**src/rtl/muldiv_pkg.sv**
```systemverilog
// Shared types and helpers for the iterative RV64M multiply/divide sequencer.
package muldiv_pkg;

   localparam int unsigned XLEN = 64;

   localparam logic [2:0] MD_MUL    = 3'd0;
   localparam logic [2:0] MD_MULH   = 3'd1;
   localparam logic [2:0] MD_MULHSU = 3'd2;
   localparam logic [2:0] MD_MULHU  = 3'd3;
   localparam logic [2:0] MD_DIV    = 3'd4;
   localparam logic [2:0] MD_DIVU   = 3'd5;
   localparam logic [2:0] MD_REM    = 3'd6;
   localparam logic [2:0] MD_REMU   = 3'd7;

   typedef enum logic [2:0] {
      S_IDLE,
      S_PREP,
      S_CALC,
      S_FIX,
      S_DONE
   } state_t;

   function automatic logic is_div(input logic [2:0] i_op);
      return i_op[2];
   endfunction

   // Signedness of rs1; rs2 is signed for the same ops except MULHSU.
   function automatic logic is_signed(input logic [2:0] i_op);
      return (i_op == MD_MULH) || (i_op == MD_MULHSU) || (i_op == MD_DIV) || (i_op == MD_REM);
   endfunction

endpackage

```
**src/rtl/muldiv_iter_step.sv**
```systemverilog
// One combinational iteration: shift-add multiply step or restoring-divide step.
module muldiv_iter_step
   import muldiv_pkg::*;
(
   input  logic            i_is_div,
   input  logic [XLEN-1:0] i_hi,
   input  logic [XLEN-1:0] i_lo,
   input  logic [XLEN-1:0] i_operand,
   output logic [XLEN-1:0] o_hi,
   output logic [XLEN-1:0] o_lo
);

   logic [XLEN:0] w_sum;
   logic [XLEN:0] w_shl;
   logic [XLEN:0] w_diff;

   always_comb begin
      w_sum  = {1'b0, i_hi} + (i_lo[0] ? {1'b0, i_operand} : '0);
      w_shl  = {i_hi, i_lo[XLEN-1]};
      w_diff = w_shl - {1'b0, i_operand};
      if (i_is_div) begin
         // Bit XLEN of the difference is the borrow: clear means the trial subtract fits.
         if (!w_diff[XLEN]) begin
            o_hi = w_diff[XLEN-1:0];
            o_lo = {i_lo[XLEN-2:0], 1'b1};
         end else begin
            o_hi = w_shl[XLEN-1:0];
            o_lo = {i_lo[XLEN-2:0], 1'b0};
         end
      end else begin
         o_hi = w_sum[XLEN:1];
         o_lo = {w_sum[0], i_lo[XLEN-1:1]};
      end
   end

endmodule

```
**src/rtl/muldiv_sequencer.sv**
```systemverilog
// Iterative RV64M multiply/divide unit, one bit per cycle with busy/done handshake.
// Define MULDIV_EARLY_OUT_EN to bypass CALC for zero/overflow operands.
module muldiv_sequencer
   import muldiv_pkg::*;
(
   input  logic            clk,
   input  logic            reset,
   input  logic            start,
   input  logic [2:0]      op,
   input  logic            WordOp,
   input  logic [XLEN-1:0] operand1,
   input  logic [XLEN-1:0] operand2,
   input  logic            flush,
   output logic            busy,
   output logic            done,
   output logic [XLEN-1:0] result
);

   state_t          r_state;
   state_t          w_state_next;
   logic [2:0]      r_op;
   logic            r_word;
   logic [XLEN-1:0] r_opa;
   logic [XLEN-1:0] r_opb;
   logic [XLEN-1:0] r_hi;
   logic [XLEN-1:0] r_lo;
   logic [XLEN-1:0] r_operand;
   logic [XLEN-1:0] r_dividend;
   logic [XLEN-1:0] r_result;
   logic [6:0]      r_count;
   logic            r_neg_a;
   logic            r_neg_res;
   logic            r_div_zero;
   logic            r_ovf;

   logic            w_div;
   logic            w_word;
   logic            w_sa;
   logic            w_sb;
   logic [XLEN-1:0] w_a;
   logic [XLEN-1:0] w_b;
   logic            w_neg_a;
   logic            w_neg_b;
   logic [XLEN-1:0] w_abs_a;
   logic [XLEN-1:0] w_abs_b;
   logic            w_div_zero;
   logic            w_ovf;
   logic            w_mul_zero;
   logic            w_early;
   logic [XLEN-1:0] w_step_hi;
   logic [XLEN-1:0] w_step_lo;

   // Operand conditioning, evaluated while in PREP from the captured operands.
   always_comb begin
      w_div  = is_div(r_op);
      w_word = r_word && (w_div || (r_op == MD_MUL));
      w_sa   = is_signed(r_op);
      w_sb   = w_sa && (r_op != MD_MULHSU);
      w_a    = r_opa;
      w_b    = r_opb;
      if (w_word) begin
         w_a = w_sa ? {{32{r_opa[31]}}, r_opa[31:0]} : {32'b0, r_opa[31:0]};
         w_b = w_sb ? {{32{r_opb[31]}}, r_opb[31:0]} : {32'b0, r_opb[31:0]};
      end
      w_neg_a    = w_sa && w_a[XLEN-1];
      w_neg_b    = w_sb && w_b[XLEN-1];
      w_abs_a    = w_neg_a ? -w_a : w_a;
      w_abs_b    = w_neg_b ? -w_b : w_b;
      w_div_zero = w_div && (w_b == '0);
      w_ovf      = w_div && w_sa && (w_b == '1) &&
                   (w_a == (w_word ? 64'hFFFF_FFFF_8000_0000 : 64'h8000_0000_0000_0000));
      w_mul_zero = !w_div && ((w_a == '0) || (w_b == '0));
`ifdef MULDIV_EARLY_OUT_EN
      w_early = w_div_zero || w_ovf || w_mul_zero;
`else
      w_early = 1'b0;
`endif
   end

   muldiv_iter_step u_step (
      .i_is_div  (w_div),
      .i_hi      (r_hi),
      .i_lo      (r_lo),
      .i_operand (r_operand),
      .o_hi      (w_step_hi),
      .o_lo      (w_step_lo)
   );

   logic [2*XLEN-1:0] w_prod;
   logic [XLEN-1:0]   w_quot;
   logic [XLEN-1:0]   w_rem;
   logic [XLEN-1:0]   w_sel;
   logic [XLEN-1:0]   w_fix;

   always_comb begin
      w_prod = r_neg_res ? -{r_hi, r_lo} : {r_hi, r_lo};
      w_quot = w_word ? {32'b0, r_lo[31:0]} : r_lo;
      if (r_neg_res) begin
         w_quot = -w_quot;
      end
      w_rem = r_neg_a ? -r_hi : r_hi;
      unique case (r_op)
         // Word multiply stops after 32 shifts, leaving the low product word in r_lo[63:32].
         MD_MUL:                        w_sel = w_word ? {32'b0, w_prod[63:32]} : w_prod[63:0];
         MD_MULH, MD_MULHSU, MD_MULHU:  w_sel = w_prod[127:64];
         MD_DIV, MD_DIVU:               w_sel = r_div_zero ? '1 : (r_ovf ? r_dividend : w_quot);
         MD_REM, MD_REMU:               w_sel = r_div_zero ? r_dividend : (r_ovf ? '0 : w_rem);
         default:                       w_sel = '0;
      endcase
      w_fix = w_word ? {{32{w_sel[31]}}, w_sel[31:0]} : w_sel;
   end

   always_comb begin
      w_state_next = r_state;
      unique case (r_state)
         S_IDLE:  if (start) w_state_next = S_PREP;
         S_PREP:  w_state_next = w_early ? S_FIX : S_CALC;
         S_CALC:  if (r_count == 7'd1) w_state_next = S_FIX;
         S_FIX:   w_state_next = S_DONE;
         S_DONE:  w_state_next = S_IDLE;
         default: w_state_next = S_IDLE;
      endcase
      if (flush) begin
         w_state_next = S_IDLE;
      end
   end

   always_ff @(posedge clk) begin
      if (reset) begin
         r_state    <= S_IDLE;
         r_op       <= MD_MUL;
         r_word     <= 1'b0;
         r_opa      <= '0;
         r_opb      <= '0;
         r_hi       <= '0;
         r_lo       <= '0;
         r_operand  <= '0;
         r_dividend <= '0;
         r_result   <= '0;
         r_count    <= '0;
         r_neg_a    <= 1'b0;
         r_neg_res  <= 1'b0;
         r_div_zero <= 1'b0;
         r_ovf      <= 1'b0;
      end else begin
         r_state <= w_state_next;
         case (r_state)
            S_IDLE: begin
               if (start && !flush) begin
                  r_op   <= op;
                  r_word <= WordOp;
                  r_opa  <= operand1;
                  r_opb  <= operand2;
               end
            end
            S_PREP: begin
               r_hi       <= '0;
               r_operand  <= w_div ? w_abs_b : w_abs_a;
               r_dividend <= w_a;
               r_neg_a    <= w_neg_a;
               r_neg_res  <= w_neg_a ^ w_neg_b;
               r_div_zero <= w_div_zero;
               r_ovf      <= w_ovf;
               r_count    <= w_word ? 7'd32 : 7'd64;
               // Dividend enters MSB-first, so word dividends sit in the upper half.
               if (w_div) begin
                  r_lo <= w_word ? {w_abs_a[31:0], 32'b0} : w_abs_a;
               end else begin
                  r_lo <= w_mul_zero ? '0 : w_abs_b;
               end
            end
            S_CALC: begin
               r_hi    <= w_step_hi;
               r_lo    <= w_step_lo;
               r_count <= r_count - 7'd1;
            end
            S_FIX: begin
               if (!flush) begin
                  r_result <= w_fix;
               end
            end
            default: ;
         endcase
      end
   end

   assign busy   = (r_state != S_IDLE);
   assign done   = (r_state == S_DONE);
   assign result = r_result;

endmodule
```
**config.mk**
```make
export PLATFORM = sky130hd
export DESIGN_NAME = muldiv_sequencer
export DESIGN_NICKNAME = d
export VERILOG_FILES = /design/src/rtl/muldiv_pkg.sv /design/src/rtl/muldiv_iter_step.sv /design/src/rtl/muldiv_sequencer.sv
export SDC_FILE = /design/constraint.sdc
export NUM_CORES = 2
export LEC_CHECK = 0
export CAP_MARGIN = 20
export CORE_MARGIN = 4
export CORE_UTILIZATION = 45
export CTS_CLUSTER_SIZE = 28
export DETAILED_ROUTE_END_ITERATION = 6
export PLACE_DENSITY = 0.66
export SYNTH_ARGS = -nofsm -noshare
export SYNTH_HDL_FRONTEND = slang
export SYNTH_SLANG_ARGS = --single-unit
```
**constraint.sdc**
```tcl
create_clock -name clk -period 5.7 [get_ports clk]
set_input_delay 1.425 -clock clk [delete_from_list [all_inputs] [get_ports clk]]
set_output_delay 1.425 -clock clk [all_outputs]
set_load 0.01 [all_outputs]
```
**Close-up of the layout**

Bar = 10 um. Window x 141 to 166, y 202 to 227 um. Cells in gray, sequential cells in the stronger gray; small squares are vias.
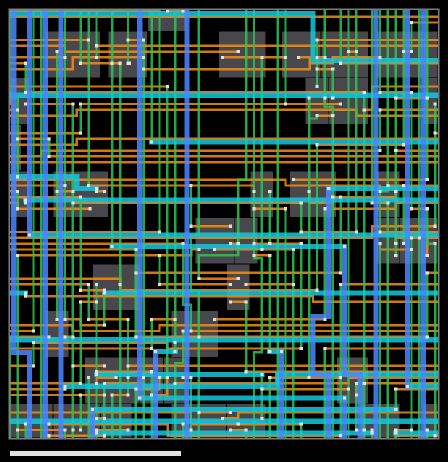
| color | layer |
|---|---|
| orange | metal 1 |
| green | metal 2 |
| blue | metal 4 |
| cyan | metal 3 |
most frequent: nand2_1 (5), nor2_1 (4), buf_4 (3)
cells with their middle in the window: 31
sequential cells in the window: 0

**Sizing map**

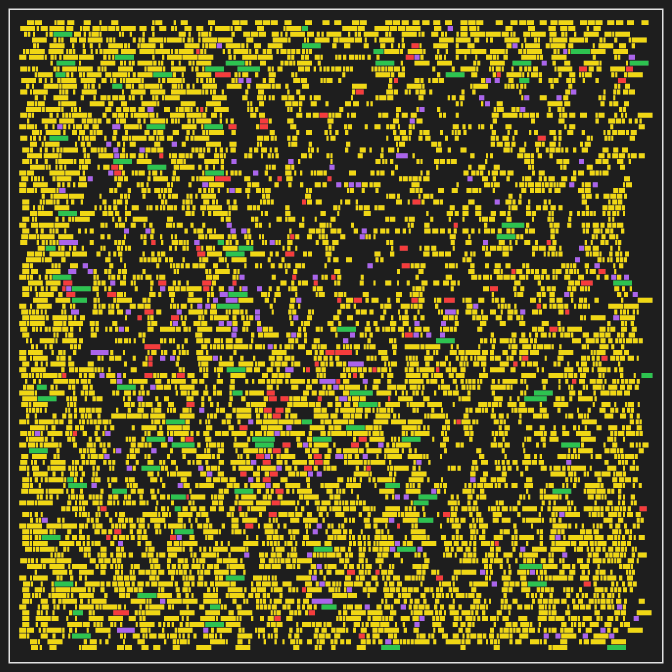
| color | size | cells | share | most used |
|---|---|---|---|---|
| purple | _3 and _4 cells | 192 | 3.3% | buf_4 |
| red | _2 cells | 126 | 2.2% | mux2_2 |
| green | _6 and larger | 88 | 1.5% | clkbuf_16 |
| yellow | _0 and _1 cells | 5,385 | 93% | nand2_1 |

**Clock network drawn from the DEF**

Bar = 100 um.
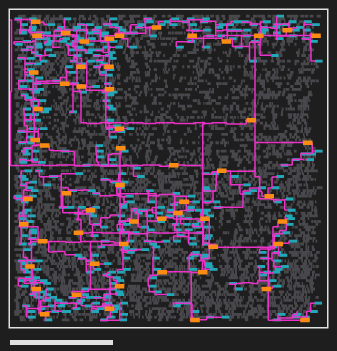
[cyan] flip-flops | count: 466
[magenta] clock wires | length: 7,200 um
[orange] clock drivers | count: 56
flops lie: widely spread

**Routed metal per tile**

31 x 31 tiles, from dark blue (low) to red (high), scaled to the fullest tile. Values are wire area over tile area, all layers added.
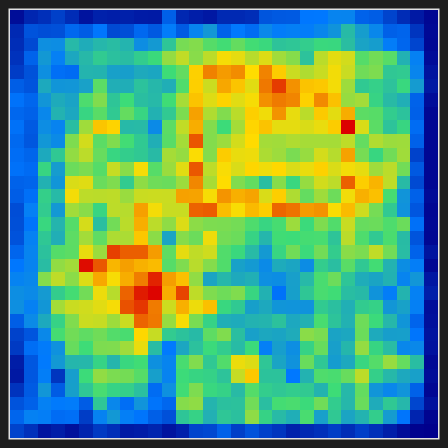
nearly empty tiles: 1.8%
densest ninth of the die: center
fullest tile: 0.94
tiles over half the peak: 44%

==> Slide: Implementation Results <==
Run Summary

Logic synthesis
  • Post-synthesis cell count: 5,839
  • EDFF count, synth: 0
  • Most frequent cell after synthesis: nand2_1
  • Count of different cell masters after synthesis: 100
  • Area share, top type: 0.2327
  • Ys async rst share: 0
  • Main flop type: dfxtp_1
  • Area contributors post-synth: dfxtp_1 (23%), a21oi_1 (8.3%), nand2_1 (8.2%)
  • Synth cell count leaders: nand2_1 (872), a21oi_1 (667), nor2_1 (541), dfxtp_1 (466), clkbuf_1 (460)
  • Synth Seq Share: 0.2327
  • Yosys stat area: 40,090 um2
  • Net count after synthesis: 6,112
  • Cell count in the Yosys report: 5,839

GRT
  • Grt total ovfl: 0
  • Global route hottest layer: met2
  • Global routing usage on met2: 0.6255
  • Initial antenna violation count: 12
  • Vias in the first global route: 42.31k
  • First-pass GRT wire length: 313,200 um
  • Total GRT Usage: 0.4525

CTS
  • CTS Hold Bufs: 0
  • Post-CTS Setup Bufs: 0
  • CTS max path bufs: 3
  • Late-Pin Clk Latency: 0.71 ns
  • Clock Tree Root: clkbuf_16
  • # clock sinks: 466
  • Worst-path clk slew: 0.07 ns
  • Post-cts resize count: 0
  • CTS Buf Count: 56

Final timing
  • Least-Margin Pin Slew: 1.278 ns
  • Final min period: 4.950 ns
  • Fmax: 202.0 MHz
  • Worst slew margin: 0.1417
  • Min Hold Slack: 0.4447 ns
  • Final slew viol count: 0
  • Worst setup margin: 0.7500 ns
  • Hold Vio Cnt, Final: 0
  • Final setup viols: 0
  • Tcrit/Tclk final: 0.8684
  • Skew final: 0.05515 ns

Worst setup path
  • CP delay by family, top: AND-OR/OR-AND gates
  • Reg2Reg Setup Slack: 0.75 ns
  • Startpoint types: flip-flop
  • Worst setup EP type: flip-flop
  • Worst-path fanout max: 77
  • WP buf/inv: 5
  • Data required time of the worst path: 6.30 ns
  • R2R Path End: r_hi[22]
  • Reg-to-Reg Start: r_lo[63]
  • R2R depth: 17
  • Worst-path cell chain: inv_1 -> ha_1 -> inv_1 -> fa_1 -> a211oi_1 -> nor2_1 -> o211ai_1 -> a211oi_1 -> a21o_1 -> buf_4 -> a2111oi_0 -> o32ai_4 -> buf_12 -> buf_4 -> nand2_1 -> o211ai_1 -> a32o_1
  • CP Depth: 17
  • Setup crit start: r_lo[63]

Layout
  • Logic inverters: 128
  • Top cells excl fill/tap: nand2_1 (870), a21oi_1 (666), nor2_1 (536)
  • Top cell excl fill/tap: nand2_1
  • Clock buffer cells: 72
  • Layout Nets: 6,017
  • MI comb area: 28,370 um2
  • Seq. cell area: 9341 um2
  • Multi-In Gates: 4,722
  • Clock buf/inv share: 0.04484
  • Area growth from synthesis to layout: 12.40%
  • ANT cells: 5
  • Non-clock buffer count: 370
  • Layout cells sized above 1: 0.07011
  • Final core utilization: 0.5100
  • Top class by area: combinational gates

Die
  • # Taps: 1,165
  • IO Count: 202
  • DIE WIDTH: 306.5 um
  • Initial Util: 0.4537
  • Die footprint: 93,940 um2

Worst hold path
  • Hold Crit Endpoint: result[15]
  • HP Start: result[15]
  • Hold Path Class: flip-flop to flip-flop
  • Hold Path Cell Cnt: 2

Detailed routing
  • Drt initial violations: 7,732
  • WL/cell: 32.15 um
  • DR vias: 47.51k
  • DRT antenna net count: 0
  • Detailed Routing Iterations Pass 1: 7
  • Routed wire length: 223,800 um
  • Via density: 6.825
  • # DRC: 0

Power
  • Cell internal pwr: 6.436 mW
  • Flop pwr share: 0.357
  • Combinational power: 2.46 mW
  • Overall Power: 9.984 mW
  • Power Sequential: 3.56 mW
  • Top pwr grp: clock
  • Net Switching: 3.548 mW
  • Leak Pwr: 16.92 nW
  • Switch share: 0.3553

Placed design
  • Cell Count Post-Placement: 6,847
  • Post-DP HPWL: 172,500 um
  • Worst Setup Slack post-DPL: 0.9026 ns
  • Post-place instance area: 43,000 um2
  • IO buf count: 201
  • GPL Wtd Cong: 1.141

Flow run
  • Max_cap viols: 0
  • Log Warnings: 37

Status
  • Outcome: complete, no violations
[logic make-up (layout without fill, tap and decap cells)]
group,after synthesis,after routing,synth area share
other,0,5,0
and+or+nand+nor,2100,2100,0.2357
buffers and inverters,651,603,0.06229
muxes,132,132,0.03476
adders and majority gates,137,137,0.04313
DFF,466,466,0.2327
AOI/OAI and AO/OA,1960,1960,0.3056
xor gates and xnor gates,393,393,0.08585
[routing by layer]
layer,part of all wire,wire length [um]
met3,0.14,31780
met4,0.082,18390
met1,0.39,86830
met5,0.00030,67
met2,0.39,86760
[registers in the layout, indices dropped and copies added, names as in the netlist, 3 cells and up]
register,flops
r_op,3
r_hi,64
r_state,3
r_operand,64
r_dividend,64
r_opb,64
r_lo,64
r_count,7
r_opa,64
result,64
No activity file was given, so power comes from the tool's default toggle rates.
